File: config.mk
export PLATFORM = sky130hd
export DESIGN_NAME = note_lane
export DESIGN_NICKNAME = d
export VERILOG_FILES = /design/src/rtl/note_lane.sv
export SDC_FILE = /design/constraint.sdc
export NUM_CORES = 1
export LEC_CHECK = 0
export ABC_CLOCK_PERIOD_IN_PS = 4200
export CORE_ASPECT_RATIO = 1.5
export CORE_MARGIN = 5
export CORE_UTILIZATION = 35
export DETAILED_ROUTE_END_ITERATION = 8
export HOLD_SLACK_MARGIN = 0.03
export MAX_ROUTING_LAYER = met4
export PLACE_DENSITY = 0.63
export SYNTH_ARGS = -nofsm -noshare
export SYNTH_HDL_FRONTEND = slang
export SYNTH_SLANG_ARGS = --single-unit
File: constraint.sdc
create_clock -name Clock -period 4.2 [get_ports Clock]
set_clock_uncertainty 0.15 [all_clocks]
set_input_delay 1.05 -clock Clock [delete_from_list [all_inputs] [get_ports Clock]]
set_output_delay 1.05 -clock Clock [all_outputs]
set_load 0.05 [all_outputs]
File: src/rtl/note_lane.sv
// note_lane: one rhythm-game lane with note shifting, press judging, saturating score and combo
module note_lane #(
  parameter int DEPTH = 5,
  parameter int SCORE_W = 8,
  parameter int COMBO_W = 6,
  parameter int PTS_PERFECT = 3,
  parameter int PTS_GOOD = 1,
  parameter int PTS_MISS = -1
) (
  input  logic                      Clock,
  input  logic                      Reset,
  input  logic                      Step,
  input  logic                      Ren,
  input  logic                      KEY,
  output logic [DEPTH-1:0]          LED,
  output logic signed [SCORE_W-1:0] score,
  output logic [COMBO_W-1:0]        combo,
  output logic                      hit_perfect,
  output logic                      hit_good,
  output logic                      miss
);
  localparam int SW = SCORE_W + 2;
  localparam logic signed [SW-1:0] MAX_S = SW'((2 ** (SCORE_W - 1)) - 1);
  localparam logic signed [SW-1:0] MIN_S = SW'(-(2 ** (SCORE_W - 1)));
  localparam logic signed [SW-1:0] P_PERF = SW'(PTS_PERFECT);
  localparam logic signed [SW-1:0] P_GOOD = SW'(PTS_GOOD);
  localparam logic signed [SW-1:0] P_MISS = SW'(PTS_MISS);
  localparam logic signed [SW-1:0] Z = SW'(0);
  logic k1, k2, armed, press, perf, good, early, fall;
  logic [DEPTH-1:0] kept, led_n;
  logic signed [SW-1:0] sum;
  logic signed [SCORE_W-1:0] score_n;
  logic [COMBO_W-1:0] combo_n;
  always_comb begin
    press = k2 & ~k1 & armed;
    perf = press & LED[DEPTH-1];
    good = press & ~LED[DEPTH-1] & LED[DEPTH-2];
    early = press & ~perf & ~good;
    kept = LED & ~{perf, good, {(DEPTH-2){1'b0}}};
    fall = Step & kept[DEPTH-1];
    led_n = Step ? {kept[DEPTH-2:0], Ren} : kept;
    sum = SW'(score) + (perf ? P_PERF : Z) + (good ? P_GOOD : Z) + (early ? P_MISS : Z) + (fall ? P_MISS : Z);
    score_n = sum > MAX_S ? MAX_S[SCORE_W-1:0] : sum < MIN_S ? MIN_S[SCORE_W-1:0] : sum[SCORE_W-1:0];
    combo_n = (early | fall) ? '0 : ((perf | good) & ~&combo) ? combo + COMBO_W'(1) : combo;
  end
  always_ff @(posedge Clock)
    if (!Reset) begin
      k1 <= 1'b1;
      k2 <= 1'b1;
      armed <= 1'b0;
      LED <= '0;
      score <= '0;
      combo <= '0;
      hit_perfect <= 1'b0;
      hit_good <= 1'b0;
      miss <= 1'b0;
    end else begin
      k1 <= KEY;
      k2 <= k1;
      armed <= armed | KEY;
      LED <= led_n;
      score <= score_n;
      combo <= combo_n;
      hit_perfect <= perf;
      hit_good <= good;
      miss <= early | fall;
    end
endmodule

==> run_1/pdn.png <==
Pins as bars on the die edge. Tap cells in grey.
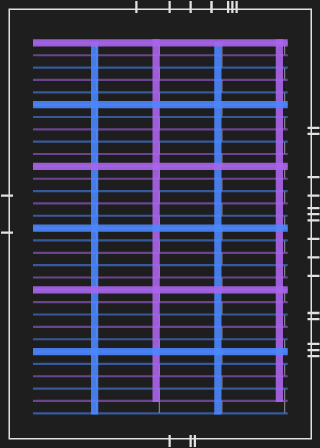
- VSS: blue
- VDD: purple
- rows: 30
- tap cells: 64
- met1 rails: 31
- signal pins: 27
core footprint: 4579 sq um
worst vdd rail ir drop: 0.1277 mV
die y size: 94.29 um
DIE WIDTH: 66.20 um

==> run_1/final_clocks.png <==
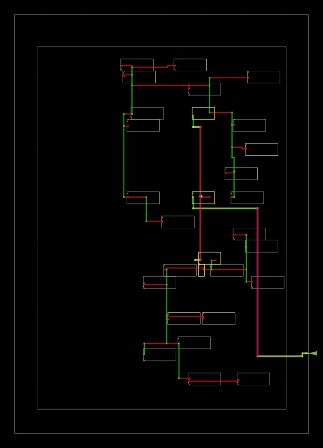
Clock Latency Late Sink: 0.27 ns
CTS Sinks: 25
Num CTS Buffers: 3
clock network power: 0.141 mW

==> run_1/clock_map.png <==
Bar = 20 um.
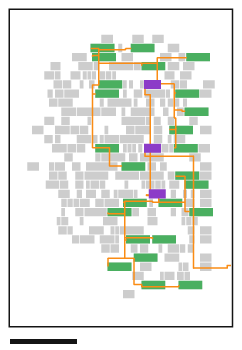
- flip-flops: green (count 25)
- clock wires: orange (length 328 um)
- cells driving clock nets: purple (count 3)
- routed clock nets: 4
clock network fraction of total power: 19.1%

==> impl_metrics.tcl, run 1 <==
# place-and-route summary
set metrics [dict create \
    final_cell_mix "28 x inv_1, 26 x buf_4, 25 x dfxtp_1, 25 x clkdlybuf4s50_1, 16 x ha_1" \
    synth_warnings 0 \
    critical-path-top-delay-family "AND-OR/OR-AND gates" \
    synth_top_cell_by_area "dfxtp_1" \
    first_global_vias 1411 \
    p_leak_nw 1.085 \
    fp-utilization_pct 36.20 \
    ys_cells 179 \
    tritoncts "built" \
    dp_slack_ns -0.3911 \
    outcome "finished, final reports clean" \
    drive_above_1_share_pct 15.58 \
    met1_length_um 1450 \
    start_kind "input port" \
    reg2reg_slack_ns 0.29 \
    fp_nets 211 \
    synth.avg_cell_area_sq_um 9.262 \
    nFillCells 464 \
    fin_ws_ns 0.1719 \
    port_buffers 26 \
    path_class "in2reg" \
    p_total_mw 0.7377 \
    synthTopCellsByArea "dfxtp_1 30%, fa_1 13%, ha_1 12%" \
    slew_violations 0 \
    register_area_sq_um 500.5 \
    top_layer_used "met4" \
    yosys.stat.seqShare_pct 30.19 \
    row_count 30 \
    wl_met3_um 86 \
    fin_nets 264 \
    die_area_sq_um 6242 \
    warnings 26 \
    wl_per_cell_um 11.82 \
    crit_required_ns 4.19 \
    antenna_cells 0 \
    simple_gate_share_pct 13.66 \
    synth.cell_area_sq_um 1658 \
    synth.logic.top_family "adder cells" \
    drt_first_pass_iters 4 \
    cts_hold_buf 0 \
    flop_cell "dfxtp_1" \
    netlist_instances 179 \
    track_usage_pct 12.83 \
    tightest_slew_ns 0.7435 \
    xor_share_pct 3.698 \
    place_congestion 0.8115 \
    yosys.area_share.aoi_pct 17.36 \
    cp.buffers_inverters 2 \
    vias 1373 \
    io_pins 27 \
    edf_count 0 \
    wl_um 3486 \
    timing.fmax_ghz 0.2483 \
    grt_pass1_wl_um 6106 \
    comb_area_sq_um 1067 \
    rsz0062_at_grt "false" \
    drc 0 \
    cpPeakStageDelay_ns 0.53 \
    clockBufferDepth 2 \
    maxCapViolCount 0 \
    adder_share_pct 25.36 \
    cp_max_fo 8 \
    cp.arrival_ns 4.02 \
    antenna_found_initial 0 \
    drt_iter0_markers 78 \
    timing.final.crit_share_pct 95.91 \
    hpwlAfterDp_um 2973 \
    hold_class "reg2reg" \
    ys_sh_mux_pct 2.415 \
    antenna_left 0 \
    min_period_ns 4.028 \
    synthArstFlopShare_pct 0 \
    worst_path_max_delay_cell "fa_1" \
    lay_top_count "inv_1" \
    netlist-cell-type-count 38 \
    top_cell_area_share_pct 30.19 \
    yosys-stat-area_sq_um 1658 \
    wl_met2_um 1887 \
    clk_pin_slew_ns 0.08 \
    grt_overflow_total 0 \
    grt_max_degree 22 \
    cpMostUsedCell "ha_1" \
    vias_per_cell 4.654 \
    slew-limit-headroom_pct 50.28 \
]
[run 1: cells by family (layout without fill, tap and decap cells)]
group	Yosys count	after routing
DFF	25	25
adders and majority gates	27	27
and+or+nand+nor	43	43
muxes	4	4
xor gates and xnor gates	7	7
AOI/OAI and AO/OA	41	41
buffers and inverters	32	84
[run 1: sequential cells by signal, summed over array words and instances (netlist names)]
| signal | count |
|---|---|
| armed | 1 |
| k2 | 1 |
| LED | 5 |
| miss | 1 |
| hit_good | 1 |
| score | 8 |
| hit_perfect | 1 |
| combo | 6 |
| k1 | 1 |
[run 1: worst register-to-register path: stages, from the launching register on]
cell,delay [ns]
dfxtp_1,0.32
nand3b_1,0.18
or3_1,0.36
fa_1,0.49
inv_1,0.05
fa_1,0.45
ha_1,0.25
fa_1,0.40
a211oi_1,0.21
buf_4,0.14
o21ai_0,0.08
xor2_1,0.21
a211oi_4,0.38
o21ai_1,0.13
[run 1: layout make-up]
class	instances	share of cell area (%)
clock buffer	4	2.000
inverter	28	4.667
multi-input combinational	122	47.39
sequential	25	22.22
tap	64	3.556
timing repair buffer	52	20.17
[run 1: Yosys cell counts, drive strengths merged, types with 4 or more instances]
cell type / count
fa: 11
o21ai: 17
xor2: 4
mux2i: 4
ha: 16
nand3: 5
or3: 4
o211ai: 4
nand2: 11
nor2b: 4
a21oi: 8
nor2: 6
dfxtp: 25
nand2b: 4
inv: 28
[run 1: final timing paths]
path                            startpoint       end  cells past startpoint
worst max-delay path                  Step  score[6]                     11
worst min-delay path                    k1        k2                      1
worst max register to register          k1  score[6]                     13
worst min register to register          k1        k2                      1
[run 1: through the flow]
stage                     cells  util [%]  instance area, sq um  hold slack [ns]  setup TNS [ns]
final                       295     49.18                  2252           0.3079               0
after CTS                   294     48.61                  2226           0.3169               0
after floorplan             179         -                  1672           0.2668               0
after global placement      289     47.49                  2175           0.2917          -2.278
after detailed placement    289     47.49                  2175           0.2960          -2.821
after global routing        295     49.18                  2252           0.3588               0
[run 1: what timing repair did]
action / CTS / global route
gates cloned: 0 / 0
setup buffers: 1 / 1
gates resized: 1 / 2
endpoints found under the setup margin: 7 / 1
pin swaps: 2 / 5
[run 1: report_power, final]
part / internal [mW] / total, mW / switching, mW
Clock: 0.0678 / 0.141 / 0.0734
Sequential: 0.261 / 0.278 / 0.0163
Combinational: 0.126 / 0.319 / 0.193
[run 1: layer usage]
layer / up-vias / track usage, %
met3: 5 / 1.437
met1: 646 / 13.39
met4: 0 / 5.085
met2: 20 / 23.86
met5: - / -
li1: 702 / -
## Run 2: what changed since run 1
- CAP_MARGIN: not set -> 20
- CORE_UTILIZATION: 35 -> 48
- PLACE_DENSITY: 0.63 -> 0.81
- SLEW_MARGIN: not set -> 20
==> run_2/gate_families.png <==
Bar = 20 um.
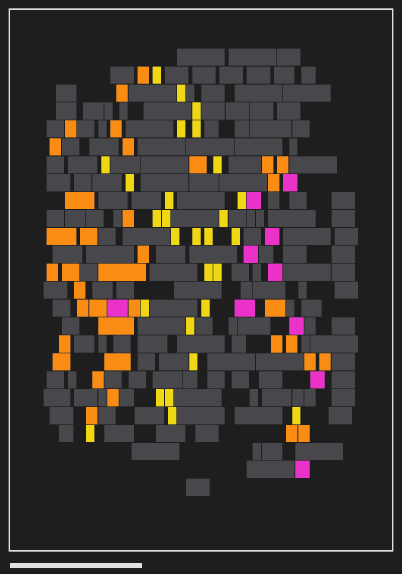
- inverting AOI/OAI gates: orange (cells 36)
- AND and OR gates: magenta (cells 10)
- inverters: yellow (cells 28)
fraction of area in multi-input gates: 48.19%
Cell Count, Final, Fillers Out: 269
most frequent logic cell in the layout: inv_1

==> impl_metrics.tcl, run 2 <==
# place-and-route summary
set metrics [dict create \
    antenna_left 0 \
    place_inst 263 \
    edf_count 0 \
    io_pins 27 \
    r2r-end "score[1]" \
    reg2reg_slack_ns 0.27 \
    hpwlAfterDp_um 2809 \
    yosys-top-cells-count "28 x inv_1, 25 x dfxtp_1, 16 x ha_1" \
    rsz0062_at_grt "false" \
    drive_above_1_share_pct 14.10 \
    drt_iter0_markers 24 \
    vias_per_cell 5.082 \
    cp.buffers_inverters 3 \
    antenna_found_initial 0 \
    timing.fmax_ghz 0.2501 \
    holdWs_ns 0.3131 \
    row_count 26 \
    cp.arrival_ns 4.00 \
    first_global_vias 1419 \
    grt_pass1_wl_um 6044 \
    slew-limit-headroom_pct 53.47 \
    synth_top_cell_by_area "dfxtp_1" \
    place_congestion 0.8566 \
    clk_latency_ns 0.27 \
    netlist-cell-type-count 38 \
    synth.avg_cell_area_sq_um 9.262 \
    register_area_sq_um 500.5 \
    wl_um 3401 \
    die_area_sq_um 4753 \
    ys_cells 179 \
    yosys.stat.seqShare_pct 30.19 \
    drt_first_pass_iters 4 \
    synth_warnings 0 \
    cpPeakStageDelay_ns 0.54 \
    power_density_nw_per_um2 338.8 \
    setup-tns-final_ns 0 \
    outcome "finished, final reports clean" \
    wl_per_cell_um 12.64 \
    netlist_instances 179 \
    nFillCells 309 \
    crit_required_ns 4.20 \
    start_kind "input port" \
    r2r-start "k1" \
    fin_ws_ns 0.2010 \
    final_cell_mix "28 x inv_1, 25 x dfxtp_1, 25 x clkdlybuf4s50_1" \
    antenna_cells 0 \
    reg_top3 "score x8, combo x6, LED x5" \
    p_leak_nw 1.052 \
    flop_cell "dfxtp_1" \
    top_cell_area_share_pct 30.19 \
    warnings 26 \
    p_total_mw 0.7373 \
    timing.final.crit_share_pct 95.21 \
    fp_nets 211 \
    slew_violations 0 \
    synth_top_cell_by_count "inv_1" \
    path_depth 12 \
    dp_slack_ns -0.4197 \
    critical-path-top-delay-family "adder cells" \
    cts_buffers 3 \
    cts.sinks 25 \
    utilization_pct 64.31 \
    cp-endpoint "score[1]" \
    fin_nets 260 \
    port_buffers 26 \
    hold_class "reg2reg" \
    cp_max_fo 8 \
    synthArstFlopShare_pct 0 \
    grt_overflow_total 0 \
    vias 1367 \
    min_period_ns 3.999 \
    synth.cell_area_sq_um 1658 \
    worstRegToRegCells 13 \
    grt_max_degree 22 \
    fp-utilization_pct 49.00 \
    final_area_sq_um 2176 \
    synthTopCellsByArea "dfxtp_1 30%, fa_1 13%, ha_1 12%" \
    largest_reg_flops 8 \
    clk_pin_slew_ns 0.08 \
    tritoncts "built" \
    yosys-stat-area_sq_um 1658 \
    cpMostUsedCell "ha_1" \
    tightest_slew_ns 0.6957 \
    clockBufferDepth 2 \
    track_usage_pct 16.57 \
    path_class "in2reg" \
    placed_area_sq_um 2117 \
    drc 0 \
    maxCapViolCount 0 \
    comb_area_sq_um 1049 \
    crit_start "Step" \
    worst_path_max_delay_cell "fa_1" \
]
==> run_2/pdn.png <==
Pins as bars on the die edge. Tap cells in grey.
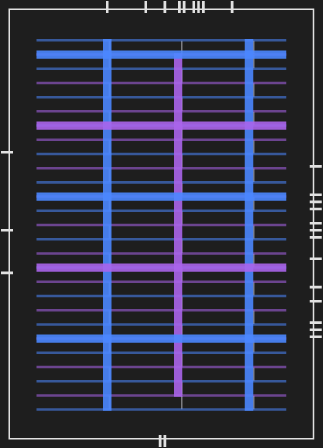
- VSS: blue
- VDD: purple
- tap cells: 42
- rows: 26
worst vdd rail ir drop: 0.2293 mV
core footprint: 3383 sq um
DIE WIDTH: 57.99 um
die y size: 81.98 um

## run 2: cell counts after synthesis
No cell type changed its count.
## run 2: routing by layer
layer	part of all wire (%)	vias to the layer above	GRT usage (%)	wire [um]
li1	-	696	-	-
met1	41	643	17.96	1406
met2	54	21	30.88	1826
met3	3.2	7	1.730	110
met4	1.7	0	5.800	58
met5	0	-	-	0
## run 2: how the worst min path moves through the flow
stage | start | to | slack (ns) | cells after the start
2_1_floorplan | k1 | k2 | 0.27 | 1
3_3_place_gp | k1 | k2 | 0.28 | 1
3_5_place_dp | k1 | k2 | 0.29 | 1
4_1_cts | k1 | k2 | 0.32 | 1
5_1_grt | k1 | k2 | 0.35 | 1
6_report | k1 | k2 | 0.31 | 1
## run 2: area by class of cell
cell class,count,share of cell area (%)
clock buffer,4,2.070
inverter,28,4.830
multi-input combinational,122,48.19
sequential,25,23.00
tap,42,2.415
timing repair buffer,48,19.49
## run 2: kinds of logic (layout without fill, tap and decap cells)
group,after synthesis,after routing,share of synthesized area (%)
buffers and inverters,32,80,7.320
adder cells (fa/ha/maj),27,27,25.36
flip-flops,25,25,30.19
AND/OR/NAND/NOR,43,43,13.66
AND-OR/OR-AND,41,41,17.36
multiplexers,4,4,2.415
XOR/XNOR,7,7,3.698
## run 2: power by group
part	switching, mW	leakage [nW]	internal, mW
clock network	0.0752	0.0228	0.0679
registers	0.0165	0.205	0.261
logic	0.191	0.824	0.125
## run 2: repair_timing
item                                   4_1_cts  5_1_grt
setup endpoints to repair                    7        2
endpoints found under the hold margin        0        0
gates resized                                1        1
buffers inserted                             2        0
pin swaps                                    4        3
hold buffers                                 0        0
Power figures rest on the tool's default switching activity, not on a simulated workload.
